[config.mk]
export PLATFORM = sky130hd
export DESIGN_NAME = bram_port_master
export DESIGN_NICKNAME = d
export VERILOG_FILES = /design/src/rtl/bram_master_pkg.sv /design/src/rtl/bram_rsp_fifo.sv /design/src/rtl/bram_port_master.sv
export SDC_FILE = /design/constraint.sdc
export NUM_CORES = 1
export LEC_CHECK = 0
export ABC_AREA = 0
export CAP_MARGIN = 0
export CORE_ASPECT_RATIO = 0.5
export CORE_UTILIZATION = 47
export DETAILED_ROUTE_END_ITERATION = 10
export PLACE_DENSITY = 0.8
export SYNTH_ARGS = -nofsm -noshare
export SYNTH_HDL_FRONTEND = slang
export SYNTH_SLANG_ARGS = --single-unit
[constraint.sdc]
create_clock -name clk -period 2.4 [get_ports clk]
set_input_delay 0.36 -clock clk [delete_from_list [all_inputs] [get_ports clk]]
set_output_delay 0.36 -clock clk [all_outputs]
set_load 0.02 [all_outputs]
[src/rtl/bram_master_pkg.sv]
// Shared types and constants for the BRAM port master.
// BRAM_OUTREG_EN selects the BRAM's extra output register (read latency 2 instead of 1).
package bram_master_pkg;

  localparam int BRAM_ADDR_W = 16;
  localparam int BRAM_DATA_W = 32;
  localparam int BRAM_BE_W   = BRAM_DATA_W / 8;

`ifdef BRAM_OUTREG_EN
  localparam int BRAM_LAT = 2;
`else
  localparam int BRAM_LAT = 1;
`endif

  typedef struct packed {
    logic [BRAM_ADDR_W-1:0] addr;
    logic                   we;
    logic [BRAM_BE_W-1:0]   be;
    logic [BRAM_DATA_W-1:0] wdata;
  } bram_req_t;

  typedef struct packed {
    logic [BRAM_DATA_W-1:0] rdata;
    logic                   write;
  } bram_rsp_t;

  // Pointer width that stays legal for a single-entry FIFO.
  function automatic int ptr_w(input int depth);
    return (depth > 1) ? $clog2(depth) : 1;
  endfunction

endpackage

[src/rtl/bram_rsp_fifo.sv]
// Response FIFO of bram_rsp_t; any depth, pointers wrap modulo DEPTH.
// Head is driven from storage and forced to zero while empty.
module bram_rsp_fifo
  import bram_master_pkg::*;
#(
  parameter int DEPTH = 4
) (
  input  logic                       clk,
  input  logic                       rstn,
  input  logic                       push,
  input  bram_rsp_t                  push_data,
  input  logic                       pop,
  output bram_rsp_t                  head,
  output logic                       empty,
  output logic [$clog2(DEPTH+1)-1:0] count
);

  localparam int PW = ptr_w(DEPTH);
  localparam int CW = $clog2(DEPTH + 1);

  bram_rsp_t      mem [DEPTH];
  logic [PW-1:0]  wr_ptr, rd_ptr;
  logic [CW-1:0]  cnt;
  logic           do_pop;

  function automatic logic [PW-1:0] ptr_inc(input logic [PW-1:0] p);
    return (p == PW'(DEPTH - 1)) ? '0 : p + PW'(1);
  endfunction

  assign do_pop = pop && (cnt != '0);

  always_ff @(posedge clk or negedge rstn) begin
    if (!rstn) begin
      wr_ptr <= '0;
      rd_ptr <= '0;
      cnt    <= '0;
    end else begin
      if (push)   wr_ptr <= ptr_inc(wr_ptr);
      if (do_pop) rd_ptr <= ptr_inc(rd_ptr);
      case ({push, do_pop})
        2'b10:   cnt <= cnt + CW'(1);
        2'b01:   cnt <= cnt - CW'(1);
        default: cnt <= cnt;
      endcase
    end
  end

  // Storage needs no reset: the head is masked while the FIFO is empty.
  always_ff @(posedge clk) begin
    if (push) mem[wr_ptr] <= push_data;
  end

  assign empty = (cnt == '0);
  assign count = cnt;
  assign head  = empty ? '0 : mem[rd_ptr];

  a_no_overflow: assert property (@(posedge clk) disable iff (!rstn)
    !(push && (cnt == CW'(DEPTH))));

endmodule

[src/rtl/bram_port_master.sv]
// Initiator for one BRAM port: valid/ready requests in, in-order responses out via a credit-checked FIFO.
// Build with BRAM_OUTREG_EN when the BRAM has its extra output register (read latency 2).
module bram_port_master
  import bram_master_pkg::*;
#(
  parameter int ADDR_WIDTH = 16,
  parameter int DATA_WIDTH = 32,
  parameter int RSP_DEPTH  = 4
) (
  input  logic                    clk,
  input  logic                    rstn,
  input  logic                    req_valid,
  output logic                    req_ready,
  input  logic [ADDR_WIDTH-1:0]   req_addr,
  input  logic                    req_we,
  input  logic [DATA_WIDTH/8-1:0] req_be,
  input  logic [DATA_WIDTH-1:0]   req_wdata,
  output logic                    rsp_valid,
  input  logic                    rsp_ready,
  output logic [DATA_WIDTH-1:0]   rsp_rdata,
  output logic                    rsp_write,
  output logic                    bram_en,
  output logic [DATA_WIDTH/8-1:0] bram_we,
  output logic [ADDR_WIDTH-1:0]   bram_addr,
  output logic [DATA_WIDTH-1:0]   bram_wdata,
  input  logic [DATA_WIDTH-1:0]   bram_rdata
);

  localparam int CW = $clog2(RSP_DEPTH + 1);
  localparam int TW = CW + 2;

  // The shared structs fix the word geometry, so the ports must agree with them.
  generate
    if (RSP_DEPTH < BRAM_LAT + 1) begin : g_depth_chk
      $error("bram_port_master: RSP_DEPTH must be >= BRAM_LAT+1");
    end
    if (ADDR_WIDTH != BRAM_ADDR_W || DATA_WIDTH != BRAM_DATA_W) begin : g_width_chk
      $error("bram_port_master: widths must match bram_master_pkg");
    end
  endgenerate

  bram_req_t          req;
  bram_rsp_t          push_rsp, head;
  logic               ready_en;
  logic               accept;
  logic [BRAM_LAT:1]  vld_pipe, we_pipe;
  logic [CW-1:0]      fifo_count;
  logic [TW-1:0]      inflight, credit_used;
  logic               fifo_empty;

  assign req = '{addr: req_addr, we: req_we, be: req_be, wdata: req_wdata};

  // Credit uses registered terms only, so rsp_ready never reaches req_ready.
  always_comb begin
    inflight = '0;
    for (int i = 1; i <= BRAM_LAT; i++) inflight += TW'(vld_pipe[i]);
  end

  assign credit_used = TW'(fifo_count) + inflight;
  assign req_ready   = ready_en && (credit_used < TW'(RSP_DEPTH));
  assign accept      = req_valid && req_ready;

  assign bram_en    = accept;
  assign bram_we    = (accept && req.we) ? req.be : '0;
  assign bram_addr  = req.addr;
  assign bram_wdata = req.wdata;

  // Holds off acceptance until the first edge after reset release.
  always_ff @(posedge clk or negedge rstn) begin
    if (!rstn) ready_en <= 1'b0;
    else       ready_en <= 1'b1;
  end

  always_ff @(posedge clk or negedge rstn) begin
    if (!rstn) begin
      vld_pipe <= '0;
      we_pipe  <= '0;
    end else begin
      vld_pipe[1] <= accept;
      we_pipe[1]  <= accept && req.we;
      for (int i = 2; i <= BRAM_LAT; i++) begin
        vld_pipe[i] <= vld_pipe[i-1];
        we_pipe[i]  <= we_pipe[i-1];
      end
    end
  end

  assign push_rsp = '{rdata: bram_rdata, write: we_pipe[BRAM_LAT]};

  bram_rsp_fifo #(.DEPTH(RSP_DEPTH)) u_rsp_fifo (
    .clk       (clk),
    .rstn      (rstn),
    .push      (vld_pipe[BRAM_LAT]),
    .push_data (push_rsp),
    .pop       (rsp_ready),
    .head      (head),
    .empty     (fifo_empty),
    .count     (fifo_count)
  );

  assign rsp_valid = !fifo_empty;
  assign rsp_rdata = head.rdata;
  assign rsp_write = head.write;

endmodule
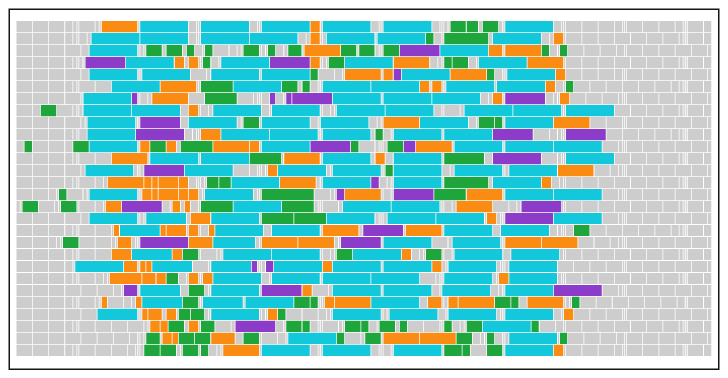
Run 1: placed cells, one colour a class
Fill, decap, tap and diode cells in grey.
- remaining buffers and delay cells: green (cells 97)
- remaining logic cells: orange (cells 108)
- clock drivers and dummy loads: purple (cells 32)
- registers: cyan (cells 142)
row cnt: 28
Core Area: 12000 um2
final core utilization: 60.5%
Finished Cell Area: 7270 um2
Seq/total area: 58.0%

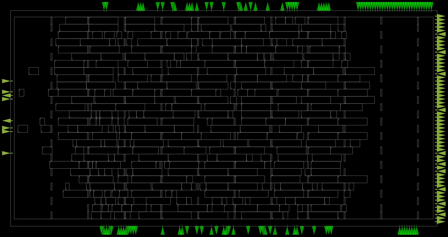
Run 1: cell outlines without signal wires
# Taps: 165
registers: 142

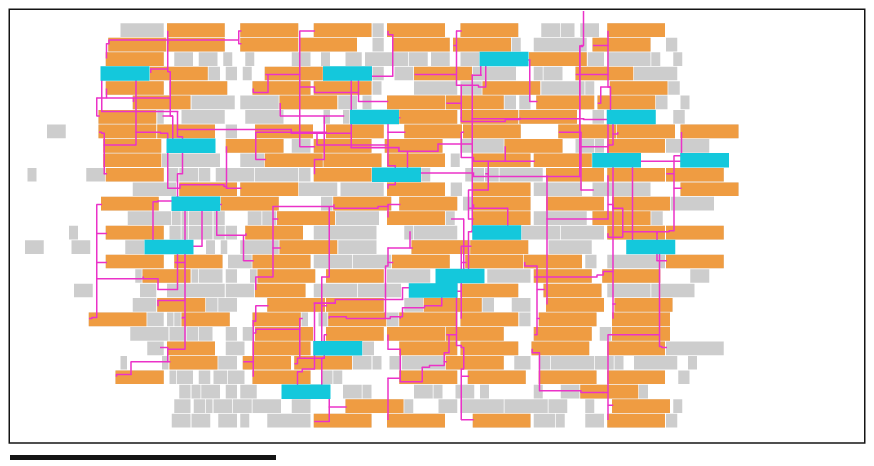
Run 1: clock wires, drivers and flops
Scale bar: 50 um.
- clock wires: magenta (length 1560 um)
- clock-net drivers: cyan (count 17)
- flip-flops: orange (count 142)
- routed clock nets: 18

==> results_dict.tcl, run 1 <==
# metrics dict for downstream scripts
set metrics [dict create \
    status "finished clean" \
    ys_ff 142 \
    final_nets 462 \
    wl_met3_um 1060 \
    wl_met1_um 4290 \
    clock_sinks 142 \
    final_cell_mix "132 x edfxtp_1, 41 x clkdlybuf4s50_1, 40 x and2_1, 33 x mux4_2, 27 x buf_2" \
    powerComb_mw 3.20 \
    area_delta_synth_final_pct 23.0 \
    grt.met1_usage_pct 20.3 \
    largest_register "u_rsp_fifo.mem" \
    ys_sh_xor_pct 0.444 \
    finalClockPeriodUsage_pct 97.4 \
    drt-vias-per-instance 5.31 \
    arrival_ns 1.98 \
    die_w_um 161 \
    ctsHoldBuffers 0 \
    grt_pass1_vias 3128 \
    final.min_clock_period_ns 2.34 \
    synth_top_cell_by_count "edfxtp_1" \
    grt_max_degree 36 \
    reg2reg_depth 7 \
    post_drt_wl_per_cell_um 24.4 \
    synthesis.nets 406 \
    pin_count 177 \
    critPathLaunch "u_rsp_fifo.rd_ptr[0]" \
    area_leaders "edfxtp_1 67%, mux4_2 13%, buf_4 6.2%, and2_1 4.4%, dfrtp_1 4.2%" \
    tritoncts "yes" \
    seq_area_frac_synth_pct 71.3 \
    h-tree-depth 4 \
    finalHoldWorstSlack_ns 0.270 \
    top_area_share_pct 67.0 \
    dpl-instance-area_um2 6650 \
    path_depth 6 \
    max_freq_mhz 428 \
    power_frac_clock_pct 30.8 \
    cts_buffer_depth 2 \
    cts.clk_slew.worst_paths_ns 0.06 \
    dp_hpwl_um 8150 \
    r2r-end "u_rsp_fifo.count[1]" \
    highest_layer "met4" \
    initial_utilization_pct 49.2 \
    finalClockSkew_ns 0.00690 \
    dp_cells 505 \
    p_total_mw 9.02 \
    reg2reg_slack_ns 0.18 \
    p_per_area_nw_per_um2 1240 \
    grt_pass1_wl_um 19000 \
    largest_class "registers" \
    synth.logic.top_family "multiplexers" \
    lay_top_count "edfxtp_1" \
    internal-power_mw 6.36 \
    ys.warnings.count 0 \
    hold_class "in2async" \
    comb_area_share_pct 17.1 \
    synth_area_um2 5910 \
    inverters 7 \
    antenna_cells 0 \
    yosysChipArea_um2 5910 \
    path_max_fanout 5 \
    irDropWorstVdd_mv 0.641 \
    yosys_cells 310 \
    path_buffers 4 \
    routed-via-count 2886 \
    pwr-share-seq_pct 33.8 \
    critical_path.slowest_cell "mux4_2" \
    die_area_um2 13100 \
    comb_area_um2 1240 \
    synthFlopType "edfxtp_1" \
]
## Run 2: what changed since run 1
==> constraint.sdc (replaced) <==
create_clock -name clk -period 2.4 [get_ports clk]
set_input_delay 0.36 -clock clk [delete_from_list [all_inputs] [get_ports clk]]
set_output_delay 0.36 -clock clk [all_outputs]
set_load 0.01 [all_outputs]
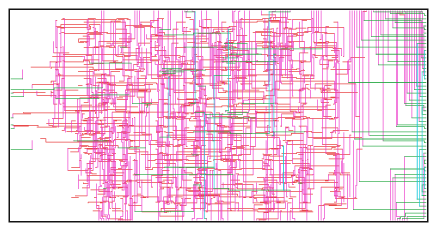
Run 2: metal layers overlaid
- M1: red (wire length 4480 um)
- M4: cyan (wire length 418 um)
- M3: green (wire length 1190 um)
- M2: magenta (wire length 7440 um)

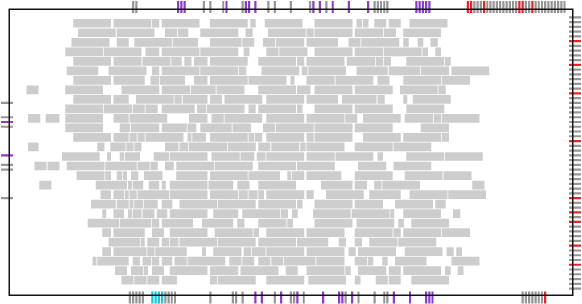
Run 2: pin map
Pins as bars across the die edge, other pins in grey.
- req_be: cyan (pins 4; direction input; edge south)
- req_addr: red (pins 16; direction input; edge 9 east, 6 north, 1 south)
- rsp_rdata: purple (pins 32; direction output; edge 17 north, 13 south, 2 west)
Die Width: 161 um
Die Ht: 81.3 um
number of I/O port buffers: 80

==> results_dict.tcl, run 2 <==
# metrics dict for downstream scripts
set metrics [dict create \
    status "finished, violations left" \
    violations "negative setup slack" \
    pwr-share-seq_pct 34.9 \
    rows 28 \
    reg2reg_depth 8 \
    cts_buffer_depth 2 \
    setup-violations-final 3 \
    flops 142 \
    seq_area_frac_synth_pct 71.3 \
    dpl-instance-area_um2 6650 \
    sh_seq_area_pct 57.2 \
    inverters 7 \
    ys.warnings.count 0 \
    power_frac_clock_pct 30.5 \
    path_depth 6 \
    yosysChipArea_um2 5910 \
    grt.met1_usage_pct 20.0 \
    highest_layer "met4" \
    finalWorstSetupSlack_ns -0.0356 \
    final_nets 474 \
    pin_count 177 \
    max_freq_mhz 411 \
    routed-via-count 2946 \
    p_total_mw 8.75 \
    design_area_um2 7370 \
    n_tap_cell 165 \
    r2r-end "u_rsp_fifo.count[2]" \
    area_leaders "edfxtp_1 67%, mux4_2 13%, buf_4 6.2%, and2_1 4.4%, dfrtp_1 4.2%" \
    synthFlopType "edfxtp_1" \
    reg2reg_slack_ns 0.39 \
    antenna_cells 0 \
    path_buffers 4 \
    synth.logic.top_family "multiplexers" \
    path_max_fanout 5 \
    finalHoldWorstSlack_ns 0.272 \
    post_drt_wl_per_cell_um 24.3 \
    yosys_cells 310 \
    wl_met1_um 4480 \
    area_delta_synth_final_pct 24.6 \
    grt_pass1_wl_um 18600 \
    grt_max_degree 28 \
    finalClockSkew_ns 0.00698 \
    p_per_area_nw_per_um2 1190 \
    ys_ff 142 \
    comb_area_um2 1250 \
    arrival_ns 2.08 \
    synth_top_cell_by_count "edfxtp_1" \
    lay_top_count "edfxtp_1" \
    powerComb_mw 3.02 \
]
## Run 3: what changed since run 2
--- a/config.mk
+++ b/config.mk
@@ -8,9 +8,11 @@
 export ABC_AREA = 0
 export CAP_MARGIN = 0
 export CORE_ASPECT_RATIO = 0.5
+export CORE_MARGIN = 3
 export CORE_UTILIZATION = 47
 export DETAILED_ROUTE_END_ITERATION = 10
 export PLACE_DENSITY = 0.8
+export SKIP_CTS_REPAIR_TIMING = 1
 export SYNTH_ARGS = -nofsm -noshare
 export SYNTH_HDL_FRONTEND = slang
 export SYNTH_SLANG_ARGS = --single-unit
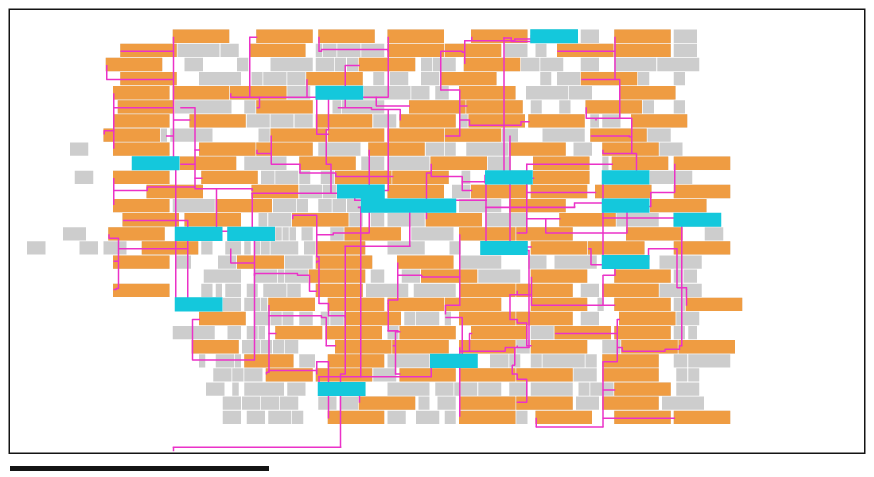
Run 3: clock wires, drivers and flops
Scale bar: 50 um.
- clock-net drivers: cyan (count 17)
- clock wires: magenta (length 1580 um)
- flip-flops: orange (count 142)
- routed clock nets: 18

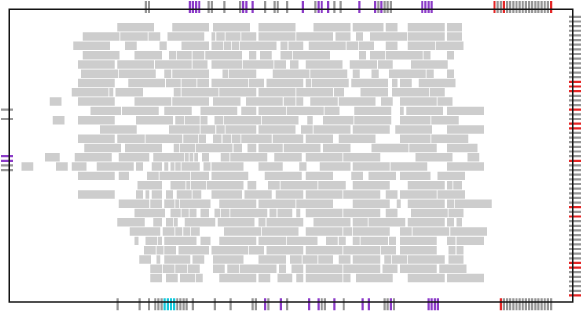
Run 3: pin map
Pins as bars across the die edge, other pins in grey.
- req_addr: red (pins 16; direction input; edge 12 east, 3 north, 1 south)
- rsp_rdata: purple (pins 32; direction output; edge 18 north, 12 south, 2 west)
- req_be: cyan (pins 4; direction input; edge south)
- all pins by edge: 61 east, 56 south, 54 north, 6 west

==> results_dict.tcl, run 3 <==
# metrics dict for downstream scripts
set metrics [dict create \
    rows 28 \
    hold_class "in2async" \
    final_cell_mix "132 x edfxtp_1, 44 x clkdlybuf4s50_1, 42 x and2_1, 33 x mux4_2, 33 x dlymetal6s2s_1" \
    r2r-end "u_rsp_fifo.count[2]" \
    cts.clk_slew.worst_paths_ns 0.05 \
    critPathLaunch "vld_pipe" \
    p_total_mw 8.28 \
    wl_met3_um 968 \
    n_tap_cell 165 \
    sh_seq_area_pct 57.7 \
    synth_top_cell_by_count "edfxtp_1" \
    seq_area_frac_synth_pct 71.3 \
    postLayoutCoreUtil_pct 60.6 \
    ys_sh_xor_pct 0.444 \
    finalClockSkew_ns 0.00492 \
    tritoncts "yes" \
    setup-violations-final 0 \
    powerComb_mw 2.85 \
    pin_count 177 \
    cts_buffer_depth 2 \
    power_frac_clock_pct 28.6 \
    synth_area_um2 5910 \
    core-area_um2 12100 \
    top_area_share_pct 67.0 \
    portBuffers 80 \
    finalWorstSetupSlack_ns 0.0622 \
    initial_utilization_pct 49.1 \
    synth.logic.top_family "multiplexers" \
    die_w_um 165 \
    dp_hpwl_um 8280 \
    path_depth 4 \
    antenna_cells 0 \
    finalHoldWorstSlack_ns 0.282 \
    drt-vias-per-instance 5.33 \
    irDropWorstVdd_mv 0.810 \
    max_freq_mhz 428 \
    status "finished clean" \
    yosysChipArea_um2 5910 \
    grt_pass1_wl_um 18600 \
    detail-route-antenna-nets 0 \
    dp_cells 509 \
    reg2reg_slack_ns 0.21 \
    ys.warnings.count 0 \
    p_per_area_nw_per_um2 1130 \
    path_buffers 1 \
    dpl-instance-area_um2 6610 \
    path_max_fanout 3 \
    final.min_clock_period_ns 2.34 \
    synthFlopType "edfxtp_1" \
    finalClockPeriodUsage_pct 97.4 \
    inverters 7 \
    post_drt_wl_per_cell_um 23.2 \
    area_leaders "edfxtp_1 67%, mux4_2 13%, buf_4 6.2%, and2_1 4.4%, dfrtp_1 4.2%" \
    routed-via-count 2919 \
    grt_pass1_vias 3210 \
    area_delta_synth_final_pct 23.6 \
    arrival_ns 1.98 \
    synthesis.nets 406 \
    ys_ff 142 \
    wl_met1_um 4340 \
    lay_top_count "edfxtp_1" \
    die_y_um 85.3 \
    yosys_cells 310 \
    comb_area_um2 1250 \
    grt_max_degree 24 \
    largest_register "u_rsp_fifo.mem" \
    h-tree-depth 4 \
    grt.met1_usage_pct 19.6 \
    clock_sinks 142 \
    final_nets 466 \
]
Power is estimated from default activity; no workload was simulated.
